**config.mk**
```make
export PLATFORM = sky130hd
export DESIGN_NAME = speaker_tone_gen
export DESIGN_NICKNAME = d
export VERILOG_FILES = /design/src/rtl/speaker_tone_gen.sv
export SDC_FILE = /design/constraint.sdc
export NUM_CORES = 1
export LEC_CHECK = 0
export CAP_MARGIN = 20
export CORE_AREA = 2 2 117 148
export CTS_CLUSTER_DIAMETER = 100
export DETAILED_ROUTE_END_ITERATION = 10
export DIE_AREA = 0 0 119 150
export PLACE_DENSITY = 0.65
export SYNTH_ARGS = -nofsm -noshare
export SYNTH_HDL_FRONTEND = slang
export SYNTH_SLANG_ARGS = --single-unit
```
**constraint.sdc**
```tcl
create_clock -name clk -period 4.7 [get_ports clk]
set_clock_uncertainty 0.1 [all_clocks]
set_input_delay 1.41 -clock clk [delete_from_list [all_inputs] [get_ports clk]]
set_output_delay 1.41 -clock clk [all_outputs]
set_load 0.01 [all_outputs]
```
**src/rtl/speaker_tone_gen.sv**
```systemverilog
// rtl/speaker_tone_gen.sv - square-wave tone generator with sequential half-period divider
//
// Purpose: converts a requested tone frequency (Hz) into a square wave on the
// speaker pin. The half-period in clock cycles, floor(CLK_HZ / (2*f)), is
// computed by a one-bit-per-cycle restoring divider. Tone changes never
// truncate the half-period that is already running.
//
// Ports:
//   clk        system clock, all logic on its rising edge
//   reset      synchronous, active-low reset
//   frequency  requested tone in Hz (values below MIN_HZ mean silence)
//   enable     1 = audio output permitted, 0 = muted
//   speaker    registered square-wave drive
//   note_on    registered, high while a tone is being generated
//   busy       registered, high while the divider is running

module speaker_tone_gen #(
  parameter int CLK_HZ = 100_000_000,
  parameter int MIN_HZ = 20,
  parameter int CNT_W  = 27
) (
  input  logic        clk,
  input  logic        reset,
  input  logic [10:0] frequency,
  input  logic        enable,
  output logic        speaker,
  output logic        note_on,
  output logic        busy
);

  localparam int                STEP_W    = (CNT_W > 1) ? $clog2(CNT_W) : 1;
  // floor(CLK/(2f)) == floor(floor(CLK/2)/f), so the dividend fits in CNT_W bits
  localparam logic [CNT_W-1:0]  HALF_CLK  = CNT_W'(CLK_HZ / 2);
  localparam logic [10:0]       MIN_F     = 11'(MIN_HZ);
  localparam logic [STEP_W-1:0] LAST_STEP = STEP_W'(CNT_W - 1);
  localparam logic [CNT_W-1:0]  ONE       = CNT_W'(1);

  typedef enum logic [1:0] {S_IDLE, S_DIV, S_RUN} state_t;

  state_t            r_state;
  logic [10:0]       r_freq_q;
  logic [10:0]       r_active_freq;
  logic [10:0]       r_div_freq;
  logic [CNT_W-1:0]  r_pending_half;
  logic [CNT_W-1:0]  r_cnt;
  logic [CNT_W-1:0]  r_div_work;
  logic [10:0]       r_div_rem;
  logic [STEP_W-1:0] r_div_step;
  logic              r_speaker;
  logic              r_note_on;
  logic              r_busy;
  logic              r_en_q;

  logic              w_new_req;
  logic              w_silent;
  logic              w_ge;
  logic [11:0]       w_rem_shift;
  logic [10:0]       w_rem_diff;
  logic [10:0]       w_rem_next;
  logic [CNT_W-1:0]  w_work_next;

  // While dividing, a request is anything that differs from the value being
  // divided; otherwise it is anything that differs from the value playing.
  assign w_new_req   = (r_state == S_DIV) ? (r_freq_q != r_div_freq)
                                          : (r_freq_q != r_active_freq);
  assign w_silent    = (r_freq_q < MIN_F);

  // Restoring division step. r_div_work shifts the dividend out at the top
  // and the quotient in at the bottom. The remainder stays below the divisor,
  // so the 11-bit difference is exact whenever the subtraction is taken.
  assign w_rem_shift = {r_div_rem, r_div_work[CNT_W-1]};
  assign w_ge        = (w_rem_shift >= {1'b0, r_div_freq});
  assign w_rem_diff  = w_rem_shift[10:0] - r_div_freq;
  assign w_rem_next  = w_ge ? w_rem_diff : w_rem_shift[10:0];
  assign w_work_next = {r_div_work[CNT_W-2:0], w_ge};

  always_ff @(posedge clk) begin
    if (!reset) begin
      r_state        <= S_IDLE;
      r_freq_q       <= '0;
      r_active_freq  <= '0;
      r_div_freq     <= '0;
      r_pending_half <= '0;
      r_cnt          <= '0;
      r_div_work     <= '0;
      r_div_rem      <= '0;
      r_div_step     <= '0;
      r_speaker      <= 1'b0;
      r_note_on      <= 1'b0;
      r_busy         <= 1'b0;
      r_en_q         <= 1'b0;
    end else begin
      r_freq_q <= frequency;
      r_en_q   <= enable;

      // Waveform engine: runs whenever a tone is live, including while a new
      // half-period is being divided, so the old tone continues undisturbed.
      if (r_note_on) begin
        if (!enable) begin
          r_speaker <= 1'b0;
          r_cnt     <= r_pending_half - ONE;
        end else if (!r_en_q) begin
          // first enabled cycle after a mute: start a fresh low half-period
          r_cnt <= r_pending_half - ONE;
        end else if (r_cnt == '0) begin
          r_speaker <= ~r_speaker;
          r_cnt     <= r_pending_half - ONE;
        end else begin
          r_cnt <= r_cnt - ONE;
        end
      end

      // Later assignments here take priority over the waveform engine above.
      if (w_new_req && w_silent) begin
        r_state       <= S_IDLE;
        r_active_freq <= r_freq_q;
        r_speaker     <= 1'b0;
        r_note_on     <= 1'b0;
        r_busy        <= 1'b0;
        r_cnt         <= '0;
        r_div_work    <= '0;
        r_div_rem     <= '0;
        r_div_step    <= '0;
      end else if (w_new_req) begin
        r_state    <= S_DIV;
        r_busy     <= 1'b1;
        r_div_freq <= r_freq_q;
        r_div_work <= HALF_CLK;
        r_div_rem  <= '0;
        r_div_step <= '0;
      end else if (r_state == S_DIV) begin
        r_div_work <= w_work_next;
        r_div_rem  <= w_rem_next;
        r_div_step <= r_div_step + STEP_W'(1);
        if (r_div_step == LAST_STEP) begin
          r_pending_half <= w_work_next;
          r_active_freq  <= r_div_freq;
          r_busy         <= 1'b0;
          r_state        <= S_RUN;
          // A tone already playing adopts the new half at its next reload.
          if (!r_note_on) begin
            r_cnt     <= w_work_next - ONE;
            r_speaker <= 1'b0;
            r_note_on <= 1'b1;
          end
        end
      end
    end
  end

  assign speaker = r_speaker;
  assign note_on = r_note_on;
  assign busy    = r_busy;

endmodule

```
**Run 1: wiring by layer**

Bar = 20 um. Only two layers are drawn.
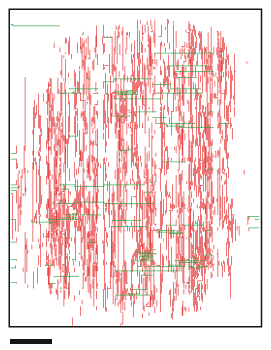
Red marks metal 2, wire length 9900 um. Green marks metal 3, wire length 808 um.
via count: 6977
Tot GR Track Use: 23.5%
WL final: 20400 um
post-DR wirelength/cell: 16.8 um

**Run 1: clock wires, drivers and flops**

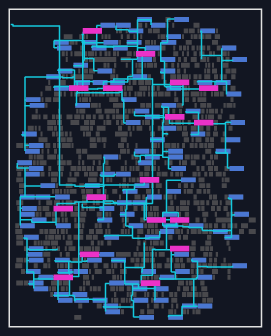
Blue marks flip-flops, count 135. Magenta marks clock drivers, count 17. Cyan marks clock wires, length 1880 um.
There are 18 routed clock nets.
share of power burned in the clock network: 45.9%
clk ins delay skew pair: 430 ps
clk pwr: 1.31 mW

==> qor.txt, run 1 <==
Yosys Instances - 996
H-tree Lvls - 4
met1 wire length - 9050 um
Logic pwr share - 11.8%
Yosys warnings - 0
crit path DAT - 4020 ps
Synth Cell Area - 7780 um^2
XOR Share, Synth - 8.33%
global-route wire length before repair - 33400 um
dominant kind of combinational cell - simple AND/OR/NAND/NOR gates
largest fanout on the critical path - 11
# Post-CTS Setup Buffers - 0
non-clock buffer count - 34
AO/OA Area Share - 18.3%
worst path bufs/invs - 2
Place WS - 916 ps
Seq cells - 135
vias per cell - 5.76
Max Fclk - 263 MHz
Net Count, Synth - 1028
hold depth - 2
Power Combinational - 0.337 mW
critical path depth - 14
critical path type - reg -> reg
die area - 17900 um^2
fin crit period - 3800 ps
most frequent cells in the layout - 175 x nand2_1, 135 x dfxtp_1, 56 x nand3_1, 49 x nor2_1, 43 x a21oi_1
synth unique cells - 65
Final setup viols - 0
Synth Instances - 996
CTS tree - done
Num CTS Buffers - 17
drt first-iter violations - 475
via count of the first global-routing pass - 6491
fin nets - 1011
reg2reg start - r_div_freq[7]
FF-to-FF End - r_cnt[18]
cell class ranked first by area - logic gates
switching power - 0.759 mW
and+or+nand+nor area frac - 28.0%
count of tool warnings - 28
max-slew violations - 0
relative slew slack - 47.4%
top post-synthesis cells by count - 175 x nand2_1, 135 x dfxtp_1, 57 x nand3_1, 55 x clkbuf_1, 49 x nor2_1
PnR worst setup slack - 898 ps
Worst R2R Path Depth - 14
Async SR Flop Fraction - 0%
crit path launch - r_div_freq[7]
CTS Hold Bufs - 0
GR Util met2 - 39.5%
FF-to-FF setup slack - 900 ps
Post-synth EDFFs - 0
Clock Tree Root - clkbuf_16
synthesized area per cell - 7.81 um^2
Core Rows - 53
met3 usage - 4.04%
register area share after synthesis - 34.8%
adder share - 2.99%
area grow syn2layout - 11.5%
Most common cell on crit path - ha_1
YS chip area - 7780 um^2
Signal buf overhead - 3.49%
Synth top cell by count - nand2_1
Max power group - the clock network
I/O pin cnt - 17
Worst Hold Launch - r_active_freq[5]
logic share of the area - 54.4%
largest area contributor in the netlist - dfxtp_1
maxcap violations - 0
delay-heaviest family, CP - simple AND/OR/NAND/NOR gates
inverter count - 27
met3 routed wirelength - 807 um
ys flop type - dfxtp_1
Pwr Total - 2.86 mW
Setup Total Neg Slack - 0 ps
multi-input combinational cell count - 764
Worst Hold Class - reg -> reg
Largest regs - r_cnt: 27 flops, r_div_work: 27 flops, r_pending_half: 27 flops
ant diodes - 0
share of cells above drive strength 1 - 6.35%
dpl cell area - 8100 um^2
clk sinks - 135
antenna violations before repair - 0
DRT Pass-1 Iters - 5
most instantiated logic cell after routing - nand2_1
Final Wtd Congestion - 0.905
largest net degree at the start of global routing - 50
Die Y - 150 um
number of port buffers - 16
fillcell total - 1566
global-route layer with the greatest usage - met2
comb. cell area - 4720 um^2
Max VDD drop - 0.256 mV
RSZ-0062 raised after global routing - false
flops out of synthesis - 135
Crit. End Element - flip-flop
worst slew pin tran - 789 ps
seq pwr - 1.21 mW
Clock-cell share - 6.62%
period utilization - 80.9%
routed wl met2 - 9900 um
Sw Ratio - 26.5%
run status - finished clean
clk buf depth - 2
Slowest-stage cell, CP - or4_1
hold_ws - 355 ps
leak pwr - 3.25 nW
final cell count without fillers - 1212
Mux area share - 2.57%
CLK BUF - 20
Resized Gates After CTS - 0
crit path to - r_cnt[18]
biggest area cells - dfxtp_1 35%, nand2_1 8.4%, xor2_1 4.7%
Pint - 2.10 mW
DP Wirelength - 14300 um
CP peak stage delay - 620 ps
Flop area - 2700 um^2
Pwr per Cell Area - 330 nW/um^2
crit path cell chain - inv_1 -> ha_1 -> a21oi_1 -> o21ai_1 -> nand2b_1 -> nand3_1 -> inv_2 -> ha_1 -> nand3b_1 -> or4_1 -> nor2_1 -> xor2_1 -> nor3_1 -> a2111oi_1
clk slew on worst S/H paths - 60 ps
WHS Endpoint - r_active_freq[5]
DRC violations left - 0
tap cells - 220
FP Util - 47.1%
**Run 1: placement by cell class**

Fill, decap, tap and diode cells in grey.
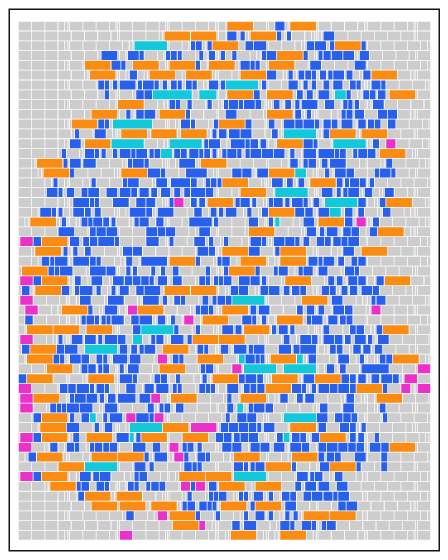
Magenta marks remaining buffers and delay cells, cells 34, share of their area 3.6%. Blue marks combinational and other logic, cells 791, share of their area 57%. Orange marks sequential cells, cells 135, share of their area 32%. Cyan marks clock drivers and dummy loads, cells 32, share of their area 6.8%.
fin util: 52.5%
CORE AREA: 16500 um^2
fin area: 8670 um^2

--- run 2 (diff from run 1) ---
==> constraint.sdc (replaced) <==
create_clock -name clk -period 3.55 [get_ports clk]
set_clock_uncertainty 0.1 [all_clocks]
set_input_delay 1.065 -clock clk [delete_from_list [all_inputs] [get_ports clk]]
set_output_delay 1.065 -clock clk [all_outputs]
set_load 0.01 [all_outputs]
**Run 2: wiring by layer**

Bar = 20 um. Only two layers are drawn.
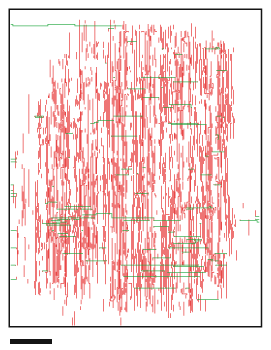
post-DR wirelength/cell: 16.7 um
Tot GR Track Use: 23.8%

**Run 2: placement by cell class**

Fill, decap, tap and diode cells in grey.
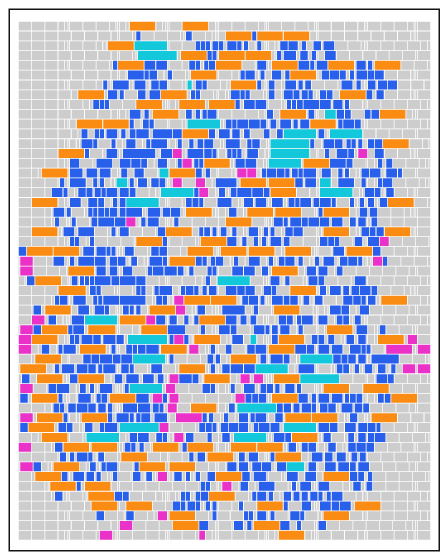
Orange marks sequential cells, cells 135, share of their area 31%. Magenta marks remaining buffers and delay cells, cells 48, share of their area 4.9%. Cyan marks clock drivers and dummy loads, cells 31, share of their area 8.0%. Blue marks combinational and other logic, cells 791, share of their area 56%.
fin util: 54.1%
fraction of area in registers: 30.3%
Core Rows: 53

==> qor.txt, run 2 <==
worst slew pin tran - 709 ps (was 789 ps)
met3 routed wirelength - 742 um (was 807 um)
CTS Hold Bufs - 0 (unchanged)
drt first-iter violations - 467 (was 475)
CP peak stage delay - 570 ps (was 620 ps)
clk slew on worst S/H paths - 60 ps (about the same)
FP Util - 47.1% (unchanged)
Mux area share - 2.57% (unchanged)
critical path depth - 14 (unchanged)
fin crit period - 3320 ps (was 3800 ps)
clk sinks - 135 (unchanged)
cell class ranked first by area - logic gates (unchanged)
FF-to-FF setup slack - 230 ps (was 900 ps)
Crit. End Element - flip-flop (unchanged)
Synth Cell Area - 7780 um^2 (unchanged)
antenna violations before repair - 0 (unchanged)
top post-synthesis cells by count - 175 x nand2_1, 135 x dfxtp_1, 57 x nand3_1, 55 x clkbuf_1, 49 x nor2_1 (unchanged)
met3 usage - 3.66% (was 4.04%)
Resized Gates After CTS - 0 (unchanged)
Setup Total Neg Slack - 0 ps (unchanged)
switching power - 1.00 mW (was 0.759 mW)
fillcell total - 1551 (was 1566)
period utilization - 93.6% (was 80.9%)
XOR Share, Synth - 8.33% (unchanged)
WL final - 20500 um (was 20400 um)
via count of the first global-routing pass - 6686 (was 6491)
Clock Tree Root - clkbuf_16 (unchanged)
Flop area - 2710 um^2 (was 2700 um^2)
crit path DAT - 3580 ps (was 4020 ps)
reg2reg start - r_div_freq[9] (was r_div_freq[7])
fin nets - 1025 (was 1011)
Signal buf overhead - 4.70% (was 3.49%)
critical path type - reg -> reg (unchanged)
routed wl met2 - 10300 um (was 9900 um)
final cell count without fillers - 1225 (was 1212)
global-route layer with the greatest usage - met2 (unchanged)
Synth top cell by count - nand2_1 (unchanged)
Slowest-stage cell, CP - or4_4 (was or4_1)
synth unique cells - 65 (unchanged)
hold depth - 2 (unchanged)
clk ins delay skew pair - 430 ps (about the same)
met1 wire length - 8940 um (was 9050 um)
Final Wtd Congestion - 0.876 (was 0.905)
H-tree Lvls - 4 (unchanged)
Die Y - 150 um (unchanged)
GR Util met2 - 42.5% (was 39.5%)
I/O pin cnt - 17 (unchanged)
adder share - 2.99% (unchanged)
Most common cell on crit path - nand3_1 (was ha_1)
WHS Endpoint - r_active_freq[5] (unchanged)
most frequent cells in the layout - 175 x nand2_1, 133 x dfxtp_1, 56 x nand3_1, 48 x nor2_1 (was 175 x nand2_1, 135 x dfxtp_1, 56 x nand3_1, 49 x nor2_1, 43 x a21oi_1)
flops out of synthesis - 135 (unchanged)
Logic pwr share - 11.4% (was 11.8%)
inverter count - 27 (unchanged)
Worst Hold Class - reg -> reg (unchanged)
hold_ws - 356 ps (was 355 ps)
CORE AREA - 16500 um^2 (unchanged)
clk pwr - 2.09 mW (was 1.31 mW)
largest area contributor in the netlist - dfxtp_1 (unchanged)
DRT Pass-1 Iters - 4 (was 5)
crit path launch - r_div_freq[9] (was r_div_freq[7])
multi-input combinational cell count - 764 (unchanged)
non-clock buffer count - 48 (was 34)
share of cells above drive strength 1 - 8.36% (was 6.35%)
tap cells - 220 (unchanged)
Synth Instances - 996 (unchanged)
ys flop type - dfxtp_1 (unchanged)
most instantiated logic cell after routing - nand2_1 (unchanged)
area grow syn2layout - 15.0% (was 11.5%)
CTS tree - done (unchanged)
synthesized area per cell - 7.81 um^2 (unchanged)
via count - 7110 (was 6977)
number of port buffers - 16 (unchanged)
count of tool warnings - 28 (unchanged)
DRC violations left - 0 (unchanged)
Overflow after GRT - 0 (unchanged)
and+or+nand+nor area frac - 28.0% (unchanged)
Yosys warnings - 0 (unchanged)
die area - 17900 um^2 (unchanged)
Worst Hold Launch - r_active_freq[5] (unchanged)
AO/OA Area Share - 18.3% (unchanged)
Sw Ratio - 24.1% (was 26.5%)
max-slew violations - 0 (unchanged)
logic share of the area - 53.1% (was 54.4%)
maxcap violations - 0 (unchanged)
Largest regs - r_cnt: 27 flops, r_div_work: 27 flops, r_pending_half: 27 flops (unchanged)
leak pwr - 3.37 nW (was 3.25 nW)
Pwr Total - 4.16 mW (was 2.86 mW)
dpl cell area - 8190 um^2 (was 8100 um^2)
largest fanout on the critical path - 8 (was 11)
largest net degree at the start of global routing - 47 (was 50)
register area share after synthesis - 34.8% (unchanged)
share of power burned in the clock network - 50.2% (was 45.9%)
global-route wire length before repair - 34200 um (was 33400 um)
crit path to - r_cnt[22] (was r_cnt[18])
PnR worst setup slack - 226 ps (was 898 ps)
YS chip area - 7780 um^2 (unchanged)
Clock-cell share - 7.74% (was 6.62%)
Pwr per Cell Area - 466 nW/um^2 (was 330 nW/um^2)
# Post-CTS Setup Buffers - 0 (unchanged)
Power Combinational - 0.473 mW (was 0.337 mW)
CLK BUF - 19 (was 20)
biggest area cells - dfxtp_1 35%, nand2_1 8.4%, xor2_1 4.7% (unchanged)
run status - finished clean (unchanged)
DP Wirelength - 14400 um (was 14300 um)
M1 GR Usage - 28.7% (was 29.4%)
ant diodes - 0 (unchanged)
Net Count, Synth - 1028 (unchanged)
Yosys Instances - 996 (unchanged)
Final setup viols - 0 (unchanged)
comb. cell area - 4750 um^2 (was 4720 um^2)
Place WS - 103 ps (was 916 ps)
Worst R2R Path Depth - 14 (unchanged)
seq pwr - 1.60 mW (was 1.21 mW)
Max Fclk - 301 MHz (was 263 MHz)
dominant kind of combinational cell - simple AND/OR/NAND/NOR gates (unchanged)
vias per cell - 5.80 (was 5.76)
clk buf depth - 2 (unchanged)
fin area - 8940 um^2 (was 8670 um^2)
Max VDD drop - 0.313 mV (was 0.256 mV)
relative slew slack - 52.4% (was 47.4%)
Pint - 3.16 mW (was 2.10 mW)
Num CTS Buffers - 17 (unchanged)
Seq cells - 135 (unchanged)
crit path cell chain - inv_1 -> ha_4 -> a21o_1 -> a211oi_1 -> nand3_1 -> inv_2 -> ha_1 -> nand3b_1 -> or4_4 -> buf_4 -> nor2_1 -> xor2_1 -> nand3_1 -> a31oi_1 (was inv_1 -> ha_1 -> a21oi_1 -> o21ai_1 -> nand2b_1 -> nand3_1 -> inv_2 -> ha_1 -> nand3b_1 -> or4_1 -> nor2_1 -> xor2_1 -> nor3_1 -> a2111oi_1)
worst path bufs/invs - 3 (was 2)
Max power group - the clock network (unchanged)
FF-to-FF End - r_cnt[22] (was r_cnt[18])
Post-synth EDFFs - 0 (unchanged)
Async SR Flop Fraction - 0% (unchanged)
delay-heaviest family, CP - simple AND/OR/NAND/NOR gates (unchanged)
Power is estimated from default activity; no workload was simulated.
